--- src/rtl/deck_pkg.sv ---
// Shared types, constants and LFSR step function for the deck
// randomization blocks.
package deck_pkg;

    localparam int          DECK_SIZE = 52;
    localparam int          ADDR_W    = 6;
    localparam int          DATA_W    = 7;
    localparam logic [15:0] LFSR_MASK = 16'hB400;
    localparam logic [15:0] LFSR_SEED = 16'hACE1;

    typedef enum logic [2:0] {
        IDLE,
        PICK,
        RD_I,
        RD_J,
        CAP_J,
        WR_I,
        WR_J,
        DONE
    } shuf_state_t;

    // Galois step for x^16+x^14+x^13+x^11+1. The button level is folded
    // into bit 0, and the all-zero lock-up state is replaced by the seed.
    function automatic logic [15:0] lfsr_step(input logic [15:0] cur,
                                              input logic        ent,
                                              input logic [15:0] seed);
        logic [15:0] nxt;
        nxt    = {1'b0, cur[15:1]} ^ (cur[0] ? LFSR_MASK : 16'h0000);
        nxt[0] = nxt[0] ^ ent;
        return (nxt == 16'h0000) ? seed : nxt;
    endfunction

endpackage

--- src/rtl/deck_shuffler_lfsr16.sv ---
// Free-running 16-bit Galois LFSR with an entropy input; shared by any
// block that needs cheap randomness.
module lfsr16
    import deck_pkg::*;
#(
    parameter logic [15:0] SEED = deck_pkg::LFSR_SEED
) (
    input  logic        outclk,
    input  logic        sync_rst,
    input  logic        entropy_bit,
    output logic [15:0] q
);

    always_ff @(posedge outclk or posedge sync_rst) begin
        if (sync_rst) begin
            q <= SEED;
        end else begin
            q <= lfsr_step(q, entropy_bit, SEED);
        end
    end

endmodule

--- src/rtl/deck_shuffler.sv ---
// In-place Fisher-Yates shuffle of deck_memory, run once after the loader
// finishes and before card_draw takes the memory port.
module deck_shuffler #(
    parameter int          DECK_SIZE = deck_pkg::DECK_SIZE,
    parameter int          ADDR_W    = deck_pkg::ADDR_W,
    parameter int          DATA_W    = deck_pkg::DATA_W,
    parameter logic [15:0] SEED      = deck_pkg::LFSR_SEED
) (
    input  logic              outclk,
    input  logic              sync_rst,
    input  logic              load_done,
    input  logic              entropy_bit,
    output logic [ADDR_W-1:0] mem_addr,
    output logic              mem_wen,
    output logic [DATA_W-1:0] mem_wdata,
    input  logic [DATA_W-1:0] mem_rdata,
    output logic              busy,
    output logic              deck_ready
);

    import deck_pkg::*;

    localparam logic [ADDR_W-1:0] LAST_I = ADDR_W'(DECK_SIZE - 1);
    localparam logic [ADDR_W-1:0] ONE    = ADDR_W'(1);

    shuf_state_t         state;
    shuf_state_t         state_nxt;
    logic [ADDR_W-1:0]   i;
    logic [ADDR_W-1:0]   j;
    logic [ADDR_W-1:0]   j_pick;
    logic [DATA_W-1:0]   cap_i;
    logic [DATA_W-1:0]   cap_j;
    logic [15:0]         lfsr_q;
    logic [2*ADDR_W-1:0] pick_prod;
    logic                lfsr_unused;

    lfsr16 #(
        .SEED(SEED)
    ) u_lfsr (
        .outclk     (outclk),
        .sync_rst   (sync_rst),
        .entropy_bit(entropy_bit),
        .q          (lfsr_q)
    );

    // Scaling r in [0,63] by (i+1) and keeping the top half of the product
    // lands j in [0,i] without a divider or a rejection loop.
    assign pick_prod   = {{ADDR_W{1'b0}}, lfsr_q[ADDR_W-1:0]}
                       * ({{ADDR_W{1'b0}}, i} + (2*ADDR_W)'(1));
    assign j_pick      = pick_prod[2*ADDR_W-1:ADDR_W];
    assign lfsr_unused = ^lfsr_q[15:ADDR_W];

    always_ff @(posedge outclk or posedge sync_rst) begin
        if (sync_rst) begin
            state <= IDLE;
            i     <= LAST_I;
            j     <= '0;
            cap_i <= '0;
            cap_j <= '0;
        end else begin
            state <= state_nxt;
            case (state)
                IDLE:    if (load_done) i <= LAST_I;
                PICK:    j <= j_pick;
                RD_J:    cap_i <= mem_rdata;
                CAP_J:   cap_j <= mem_rdata;
                WR_J:    if (i != ONE) i <= i - ONE;
                default: ;
            endcase
        end
    end

    // Read data lags the address by one cycle, so RD_J captures word i and
    // CAP_J captures word j.
    always_comb begin
        state_nxt  = state;
        mem_addr   = '0;
        mem_wen    = 1'b0;
        mem_wdata  = '0;
        busy       = 1'b1;
        deck_ready = 1'b0;
        case (state)
            IDLE: begin
                busy = 1'b0;
                if (load_done) state_nxt = PICK;
            end
            PICK: state_nxt = RD_I;
            RD_I: begin
                mem_addr  = i;
                state_nxt = RD_J;
            end
            RD_J: begin
                mem_addr  = j;
                state_nxt = CAP_J;
            end
            CAP_J: state_nxt = WR_I;
            WR_I: begin
                mem_addr  = i;
                mem_wen   = 1'b1;
                mem_wdata = cap_j;
                state_nxt = WR_J;
            end
            WR_J: begin
                mem_addr  = j;
                mem_wen   = 1'b1;
                mem_wdata = cap_i;
                state_nxt = (i == ONE) ? DONE : PICK;
            end
            DONE: begin
                busy       = 1'b0;
                deck_ready = 1'b1;
            end
            default: state_nxt = IDLE;
        endcase
    end

endmodule

--- config.mk ---
export PLATFORM = sky130hd
export DESIGN_NAME = deck_shuffler
export DESIGN_NICKNAME = d
export VERILOG_FILES = /design/src/rtl/deck_pkg.sv /design/src/rtl/deck_shuffler_lfsr16.sv /design/src/rtl/deck_shuffler.sv
export SDC_FILE = /design/constraint.sdc
export NUM_CORES = 1
export LEC_CHECK = 0
export CORE_MARGIN = 2
export CORE_UTILIZATION = 65
export CTS_CLUSTER_DIAMETER = 30
export DETAILED_ROUTE_END_ITERATION = 16
export DONT_BUFFER_PORTS = 1
export PLACE_DENSITY = 0.88
export REMOVE_ABC_BUFFERS = 1
export SLEW_MARGIN = 20
export SYNTH_ARGS = -nofsm -noshare
export SYNTH_HDL_FRONTEND = slang
export SYNTH_SLANG_ARGS = --single-unit
--- constraint.sdc ---
create_clock -name outclk -period 12 [get_ports outclk]
set_clock_uncertainty 0.05 [all_clocks]
set_input_delay 1.2 -clock outclk [delete_from_list [all_inputs] [get_ports outclk]]
set_output_delay 1.2 -clock outclk [all_outputs]
set_load 0.005 [all_outputs]
run_1/m1.png
The bar under the picture is 20 microns long.
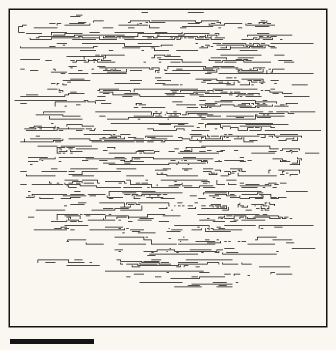
- nets with wire on the layer: 338
- main direction: horizontal

run_1/m2.png
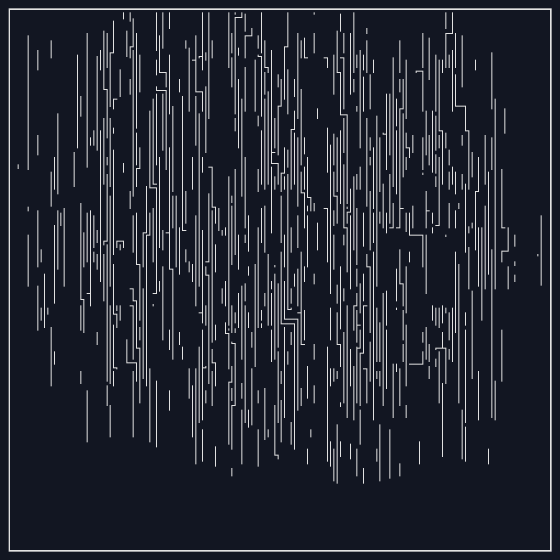
- share of all routed wire: 50%
- longest straight run: 26.5 microns
- wire length on this layer: 3160 microns
- main direction: vertical

run_1/m3.png
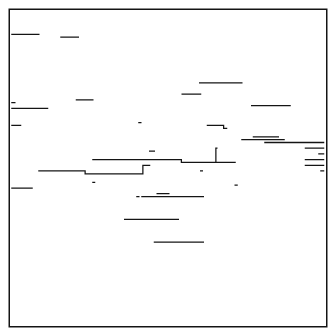
- nets with wire on the layer: 24
- wire length on this layer: 217 microns
- main direction: horizontal

run 1: state kept, by name, summed over array words and instances, names as in the netlist:
name and flops:
u_lfsr.q 16, i 6, cap_j 7, cap_i 7
state 3, j 6
run 1: worst max path at each step:
| stage | from | to | slack, ns | cells past startpoint |
|---|---|---|---|---|
| 2_1_floorplan | i[0] | j[5] | 7.37 | 15 |
| 3_3_place_gp | i[0] | j[5] | 7.13 | 15 |
| 3_5_place_dp | i[0] | j[5] | 7.02 | 15 |
| 4_1_cts | i[0] | j[5] | 6.99 | 15 |
| 5_1_grt | i[0] | j[5] | 6.73 | 15 |
| 6_report | i[0] | j[5] | 6.98 | 15 |
run 1: cell usage after synthesis (2+ instances only):
cell type	count	share of area, %
o21ai_0	8	1.2
a22o_1	15	4.0
or3_4	2	0.68
and3_1	2	0.38
a31oi_1	2	0.38
fa_1	19	11
nand4b_1	2	0.53
or4_1	2	0.45
nor2b_1	31	5.8
dfrtp_1	33	25
clkbuf_1	14	1.6
nor4_1	4	0.75
a22oi_1	7	1.6
nand4_1	2	0.38
xor2_1	10	2.6
a21o_1	2	0.45
nor3_1	4	0.60
xnor2_1	5	1.3
and2_1	12	2.3
inv_1	25	2.8
nand2_1	22	2.5
buf_2	5	0.75
nand3_1	4	0.60
ha_1	20	7.5
nand2b_1	6	1.1
dfstp_2	12	9.5
nor2_1	11	1.2
mux2_2	14	4.7
a21oi_1	10	1.5
a41oi_1	2	0.53
run 1: placed cells by master (no fill, tap or decap), drive strengths merged, types with 2 or more instances in the layout:
| cell type | n |
|---|---|
| a21oi | 10 |
| or4 | 2 |
| dfstp | 12 |
| a22oi | 7 |
| or3 | 2 |
| a21o | 3 |
| xor2 | 10 |
| inv | 25 |
| mux2 | 15 |
| or2 | 2 |
| nor2 | 11 |
| a41oi | 2 |
| clkbuf | 6 |
| nand2 | 23 |
| a31oi | 2 |
| and3 | 3 |
| nor4 | 4 |
| nand4 | 2 |
| a22o | 15 |
| and2 | 12 |
| nand3 | 4 |
| nand2b | 6 |
| nor3 | 4 |
| fa | 19 |
| nor2b | 32 |
| xnor2 | 5 |
| o21ai | 8 |
| dfrtp | 33 |
| ha | 20 |
| nand4b | 2 |
run 1: kinds of logic (layout without fill, tap and decap cells):
group	Yosys count	in the layout	share of synthesized area [%]
and+or+nand+nor	111	111	19.3
xor gates and xnor gates	16	16	4.63
DFF	45	45	34.3
buffers and inverters	46	34	5.61
AOI/OAI and AO/OA	55	55	12.0
muxes	15	15	5.19
adders and majority gates	39	39	19.0
run 1: routing by layer:
layer / routed length, microns / up-vias / share of wire, %
met4: 115 / 0 / 1.8
met2: 3160 / 41 / 50
met5: 0 / - / 0
met3: 216 / 13 / 3.4
li1: - / 1088 / -
met1: 2860 / 1158 / 45
==> ci_impl_report.md, run 1 <==
### Metrics collected by this job

| Metric | Value |
|---|---|
| Post-synth regs | `45` |
| Fraction of layout cells with a size suffix above 1 | `between 10% and 20%` |
| Initial antenna violation count | `0` |
| Router iterations before antenna repair | `4` |
| Layout area overhead | `3.05%` |
| Area-dominant class | `logic gates` |
| Comb gates | `around 240` |
| Mapped Area | `0.00333 sq mm` |
| H-tree depth | `2` |
| Most used cell along the critical path | `fa_1` |
| CTS Buffer Depth | `2` |
| Status | `finished clean` |
| Clock Pin Slew Worst Setup and Hold Paths | `about 0.090 ns` |
| Die height | `75.5 microns` |
| OpenROAD warnings | `27` |
| Peak Freq | `0.199 GHz` |
| IO buf count | `0` |
| Post-Place Setup Slack | `between 7 and 8 ns` |
| Core area | `~0.005 sq mm` |
| Root buffer cell | `clkbuf_8` |
| Net count, final | `between 300 and 400` |
| Worst-margin pin slew | `0.762 ns` |
| Post-route clock period utilization | `about two fifths` |
| # clock sinks | `between 40 and 50` |
| Fp_density | `66.4%` |
run_1/congestion_map.png
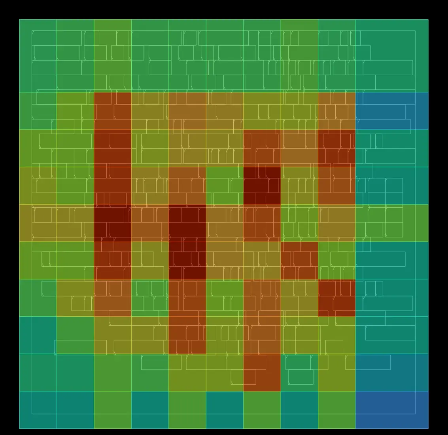

## Run 2: what changed since run 1
--- a/config.mk
+++ b/config.mk
@@ -6,11 +6,11 @@
 export NUM_CORES = 1
 export LEC_CHECK = 0
 export CORE_MARGIN = 2
-export CORE_UTILIZATION = 65
+export CORE_UTILIZATION = 64
 export CTS_CLUSTER_DIAMETER = 30
 export DETAILED_ROUTE_END_ITERATION = 16
 export DONT_BUFFER_PORTS = 1
-export PLACE_DENSITY = 0.88
+export PLACE_DENSITY = 0.87
 export REMOVE_ABC_BUFFERS = 1
 export SLEW_MARGIN = 20
 export SYNTH_ARGS = -nofsm -noshare
==> constraint.sdc (replaced) <==
create_clock -name outclk -period 4.9 [get_ports outclk]
set_clock_uncertainty 0.05 [all_clocks]
set_input_delay 0.49 -clock outclk [delete_from_list [all_inputs] [get_ports outclk]]
set_output_delay 0.49 -clock outclk [all_outputs]
set_load 0.005 [all_outputs]
run_2/congestion_map.png
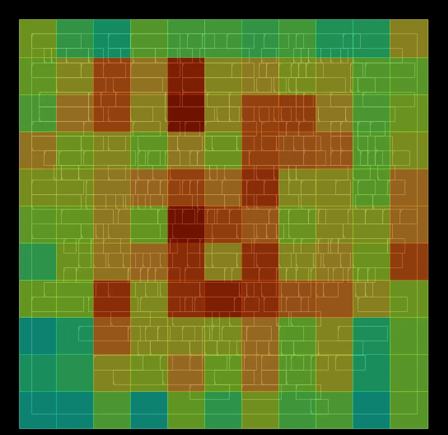
grt peak-use layer: met2
GRT met3 Usage: 4.03%
Routed WL per cell: 17.2 microns

==> run 2 against run 1 <==
Against the previous run: clock-buffer cell count decreased by 1; fmax up 5.9%; critical endpoint unchanged; flip-flop count did not move; critical path depth did not move; worst setup slack worse by 6.8 ns.
==> ci_impl_report.md, run 2 <==
### Metrics collected by this job

| Metric | Value |
|---|---|
| Status | `finished clean` |
| IO buf count | `0 (unchanged)` |
| Drt via density | `around 6` |
| Top-Level Pins | `27` |
| Layout area overhead | `7.00%` |
| Mapped Area | `0.00333 sq mm (unchanged)` |
| Most frequent cells in the layout | `dfrtp_1, nor2b_1, inv_1, nand2_1` |
| CTS Buffer Depth | `2 (unchanged)` |
| Die height | `76.1 microns (+0.73%)` |
| Largest register FFs | `16 (unchanged)` |
| Fp_density | `65.5% (-0.85 points)` |
| Worst-margin pin slew | `0.792 ns (+0.0294 ns)` |
| Fraction of layout cells with a size suffix above 1 | `19.3% (+4.7 points)` |
| H-tree depth | `2 (unchanged)` |
| Largest net degree at the start of global routing | `46` |
| First-pass GRT wire length | `11.6 mm` |
| OpenROAD warnings | `27 (unchanged)` |
| Max-slew violations | `0` |
| Initial antenna violation count | `0 (unchanged)` |
| Root buffer cell | `clkbuf_8` |
| Kind of end point of the critical path | `register` |
| Global-route usage over all layers | `between 20% and 30%` |
| Router iterations before antenna repair | `4 (unchanged)` |
| Area leader share | `24.8% (unchanged)` |
| Core area | `0.00507 sq mm (+1.3%)` |
| Final setup violating endpoints | `0` |
| Die ar. | `slightly below 0.006 sq mm` |
| CTS buffer count | `5` |
| Largest Register | `u_lfsr.q` |
| Clock Pin Slew Worst Setup and Hold Paths | `0.09 ns (about the same)` |
| # clock sinks | `45 (unchanged)` |
| Peak Freq | `0.211 GHz (+5.9%)` |
| Net count, final | `376 (+3.3%)` |
| First-iteration detailed-routing DRC count | `~240` |
| Most common cell in the netlist | `dfrtp_1` |
| Most frequent logic cell in the layout | `dfrtp_1` |
| Post-route clock period utilization | `96.8% (+55 points)` |
| Top cells by count | `dfrtp_1, nor2b_1, inv_1, nand2_1, ha_1` |
| Tmin final | `4.74 ns` |
| Synth area leader | `dfrtp_1` |
| Top flop regs | `u_lfsr.q: 16 flops, cap_i: 7 flops, cap_j: 7 flops` |
| # Cells Yosys | `between 300 and 400` |
| Dominant Register Cell | `dfrtp_1` |
| Top cells, area | `dfrtp_1, fa_1, dfstp_2` |
| Post-synth regs | `45 (unchanged)` |
[run 2: cell counts after synthesis]
No cell type changed its count.
[run 2: final timing paths]
check,slack (ns),cells after the start,endpoint,start
worst min register to register,0.35,0,u_lfsr.q[8],u_lfsr.q[9]
worst max-delay path,0.16,15,j[5],i[1]
max in group asynchronous,4.27,2,u_lfsr.q[6],sync_rst
worst min-delay path,0.15,2,u_lfsr.q[3],sync_rst
min in group outclk,0.27,2,u_lfsr.q[0],entropy_bit
worst max register to register,0.16,15,j[5],i[1]
[run 2: cell families (layout without fill, tap and decap cells)]
| logic type | Yosys count | count (layout) | share of synthesized area [%] |
|---|---|---|---|
| and+or+nand+nor | 111 | 111 | 19.3 |
| AOI/OAI and AO/OA | 55 | 55 | 12.0 |
| buffers and inverters | 46 | 46 | 5.61 |
| DFF | 45 | 45 | 34.3 |
| adders and majority gates | 39 | 39 | 19.0 |
| xor gates and xnor gates | 16 | 16 | 4.63 |
| muxes | 15 | 15 | 5.19 |
[run 2: stage by stage]
step / worst slack, ns / util, % / cell area [sq um] / TNS [ns]
2_1_floorplan: 0.269 / - / 3230 / 0
3_3_place_gp: 0.102 / 66.6 / 3380 / 0
3_5_place_dp: -0.0792 / 66.6 / 3380 / -0.0792
4_1_cts: 0.0523 / 68.7 / 3490 / 0
5_1_grt: 0.00454 / 70.1 / 3560 / 0
6_report: 0.158 / 70.1 / 3560 / 0
[run 2: per-layer routing]
| metal | part of all wire [%] | global-route usage, % | vias up |
|---|---|---|---|
| met5 | 0 | 0 | - |
| met4 | 1.9 | 8.73 | 0 |
| met3 | 4.0 | 4.03 | 17 |
| met2 | 50 | 42.0 | 66 |
| met1 | 44 | 32.9 | 1169 |
| li1 | - | - | 1102 |
[run 2: what timing repair did]
| action | in CTS | in global routing |
|---|---|---|
| setup buffers | 0 | 5 |
| hold endpoints to repair | 0 | 0 |
| pin swaps | 0 | 2 |
| cloned | 0 | 0 |
| setup endpoints to repair | 1 | 3 |
| resized | 2 | 5 |
[run 2: critical path: stages (launching register included)]
cell,delay (ns)
dfstp_2,0.61
ha_2,0.23
nand3_2,0.14
xor2_4,0.29
nor2b_1,0.10
fa_1,0.49
fa_1,0.50
inv_1,0.06
fa_1,0.54
inv_1,0.05
ha_1,0.37
and4_4,0.22
or2_0,0.20
a311oi_2,0.28
xnor3_1,0.25
mux2_4,0.26
[run 2: final cells by class]
class	count	area (sq um)
multi-input combinational	236	2050
tap	70	87.6
clock inverter	3	21.3
inverter	25	93.8
timing repair buffer	13	97.6
sequential	45	1140
clock buffer	5	68.8
fill	372	1520
run_2/m3.png
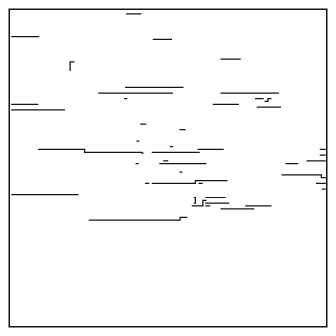

## Run 3: what changed since run 2
--- a/config.mk
+++ b/config.mk
@@ -10,7 +10,8 @@
 export CTS_CLUSTER_DIAMETER = 30
 export DETAILED_ROUTE_END_ITERATION = 16
 export DONT_BUFFER_PORTS = 1
-export PLACE_DENSITY = 0.87
+export PLACE_DENSITY_LB_ADDON = 0.25
+export RECOVER_POWER = 50
 export REMOVE_ABC_BUFFERS = 1
 export SLEW_MARGIN = 20
 export SYNTH_ARGS = -nofsm -noshare
run_3/m3.png
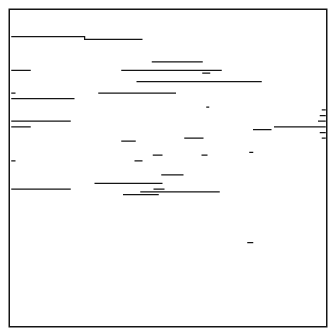
- main direction: horizontal
- longest straight run: 29.9 microns
- nets with wire on the layer: 25
GRT met3 Usage: 4.62%
via count: 2322
Detailed Route WL: 6.46 mm

==> run 3 against run 2 <==
Against the previous run: the flow now finishes with violations (max-capacitance violations, max-slew violations); synthesized area is the same; global-route usage down 0.66 points; register-to-register slack gained 0.05 ns; worst hold slack better by 0.14 ns; first-iteration DRC count fell by 49%; routed wire length down 5.4%; die area stayed put; sequential share of layout area rose by 0.63 points; critical path type unchanged; highest routed layer unchanged.
==> ci_impl_report.md, run 3 <==
### Metrics collected by this job

| Metric | Value |
|---|---|
| Largest net degree at the start of global routing | `46 (unchanged)` |
| Max Cap Violations | `1` |
| Most common cell in the netlist | `dfrtp_1` |
| Top-Level Pins | `27 (unchanged)` |
| Initial antenna violation count | `0 (unchanged)` |
| Setup_tns | `0 ns (unchanged)` |
| Top cells, area | `dfrtp_1, fa_1, dfstp_2` |
| # clock sinks | `45 (unchanged)` |
| Fp_density | `65.5% (unchanged)` |
| # Cells Yosys | `327 (unchanged)` |
| Layout area overhead | `4.93%` |
| Area leader share | `24.8% (unchanged)` |
| Status | `finished with violations` |
| OpenROAD warnings | `27 (unchanged)` |
| Peak Freq | `0.213 GHz (+1.1%)` |
| Failing checks | `max-capacitance violations, max-slew violations` |
| IO buf count | `0 (unchanged)` |
| Global-route usage over all layers | `24.2% (-0.66 points)` |
| Die height | `76.1 microns (unchanged)` |
| Synth area leader | `dfrtp_1` |
| Tmin final | `4.69 ns (-0.0494 ns)` |
| Routed WL per cell | `16.4 microns (-4.7%)` |
| Max-slew violations | `46 (+46)` |
| Final setup violating endpoints | `0 (unchanged)` |
| Largest Register | `u_lfsr.q` |
| Core area | `0.00507 sq mm (unchanged)` |
| Top cells by count | `dfrtp_1, nor2b_1, inv_1, nand2_1, ha_1` |
| CTS buffer count | `5 (unchanged)` |
| CTS Buffer Depth | `2 (unchanged)` |
| Post-synth regs | `45 (unchanged)` |
| Top flop regs | `u_lfsr.q: 16 flops, cap_i: 7 flops, cap_j: 7 flops` |
| Most frequent cells in the layout | `dfrtp_1, nor2b_1, inv_1, nand2_1, ha_1` |
| Root buffer cell | `clkbuf_8` |
| Kind of end point of the critical path | `register` |
| Fraction of layout cells with a size suffix above 1 | `16.0% (-3.2 points)` |
| Largest register FFs | `16 (unchanged)` |
| Filler cells | `386 (+3.8%)` |
| Router iterations before antenna repair | `4 (unchanged)` |
[run 3: cell counts after synthesis]
No cell type changed its count.
[run 3: cell type report]
type | instances | area, sq um | share of cell area (%)
Timing Repair Buffer | 10 | 71.3 | 2.04
Tap cell | 70 | 87.6 | 2.51
Clock buffer | 7 | 76.3 | 2.19
Clock inverter | 1 | 7.51 | 0.215
Multi-Input combinational cell | 236 | 2010 | 57.7
Inverter | 25 | 93.8 | 2.69
Sequential cell | 45 | 1140 | 32.7
[run 3: worst paths after layout]
check	from	end	slack (ns)	depth (start not counted)
max	i[0]	j[5]	0.21	16
min	mem_rdata[4]	cap_j[4]	0.29	1
max reg2reg	i[0]	j[5]	0.21	16
min reg2reg	u_lfsr.q[9]	u_lfsr.q[8]	0.33	0
max in group asynchronous	sync_rst	u_lfsr.q[4]	2.57	2
min in group asynchronous	sync_rst	u_lfsr.q[2]	0.90	2
[run 3: kinds of logic (layout without fill, tap and decap cells)]
kind of cell    Yosys count  in the layout  synth area share, %
flops                    45             45                 34.3
buf+inv                  46             43                 5.61
fa+ha+maj                39             39                 19.0
simple gates            111            111                 19.3
mux                      15             15                 5.19
xor+xnor                 16             16                 4.63
compound gates           55             55                 12.0
[run 3: critical path, stage by stage (launching register included)]
cell      delay [ns]
dfstp_2         0.63
ha_1            0.24
nand3_1         0.12
xor2_1          0.16
buf_4           0.16
nor2b_1         0.17
fa_1            0.43
fa_1            0.48
inv_1           0.05
fa_1            0.52
inv_1           0.04
ha_1            0.35
and4_4          0.22
or2_0           0.21
a311oi_2        0.27
xnor3_1         0.24
mux2_4          0.26
[run 3: through the flow]
step | setup WS (ns) | cell area [sq um] | utilization [%]
3_5_place_dp | 0.182 | 3390 | 66.8
5_1_grt | 0.00573 | 3490 | 68.8
6_report | 0.208 | 3490 | 68.8
2_1_floorplan | 0.269 | 3230 | -
4_1_cts | 0.186 | 3470 | 68.4
3_3_place_gp | 0.291 | 3390 | 66.8
[run 3: layer usage]
layer,wire length (microns),global-route usage [%],share of wire [%]
met5,0,0,0
met4,93,6.36,1.4
met3,257,4.62,4.0
met2,3070,39.4,47
met1,3040,33.8,47
[run 3: what timing repair did]
item | in CTS | in global routing
buffers inserted | 0 | 1
endpoints found under the setup margin | 0 | 3
endpoints found under the hold margin | 0 | 0
hold buffers | 0 | 0
gates resized | 0 | 2
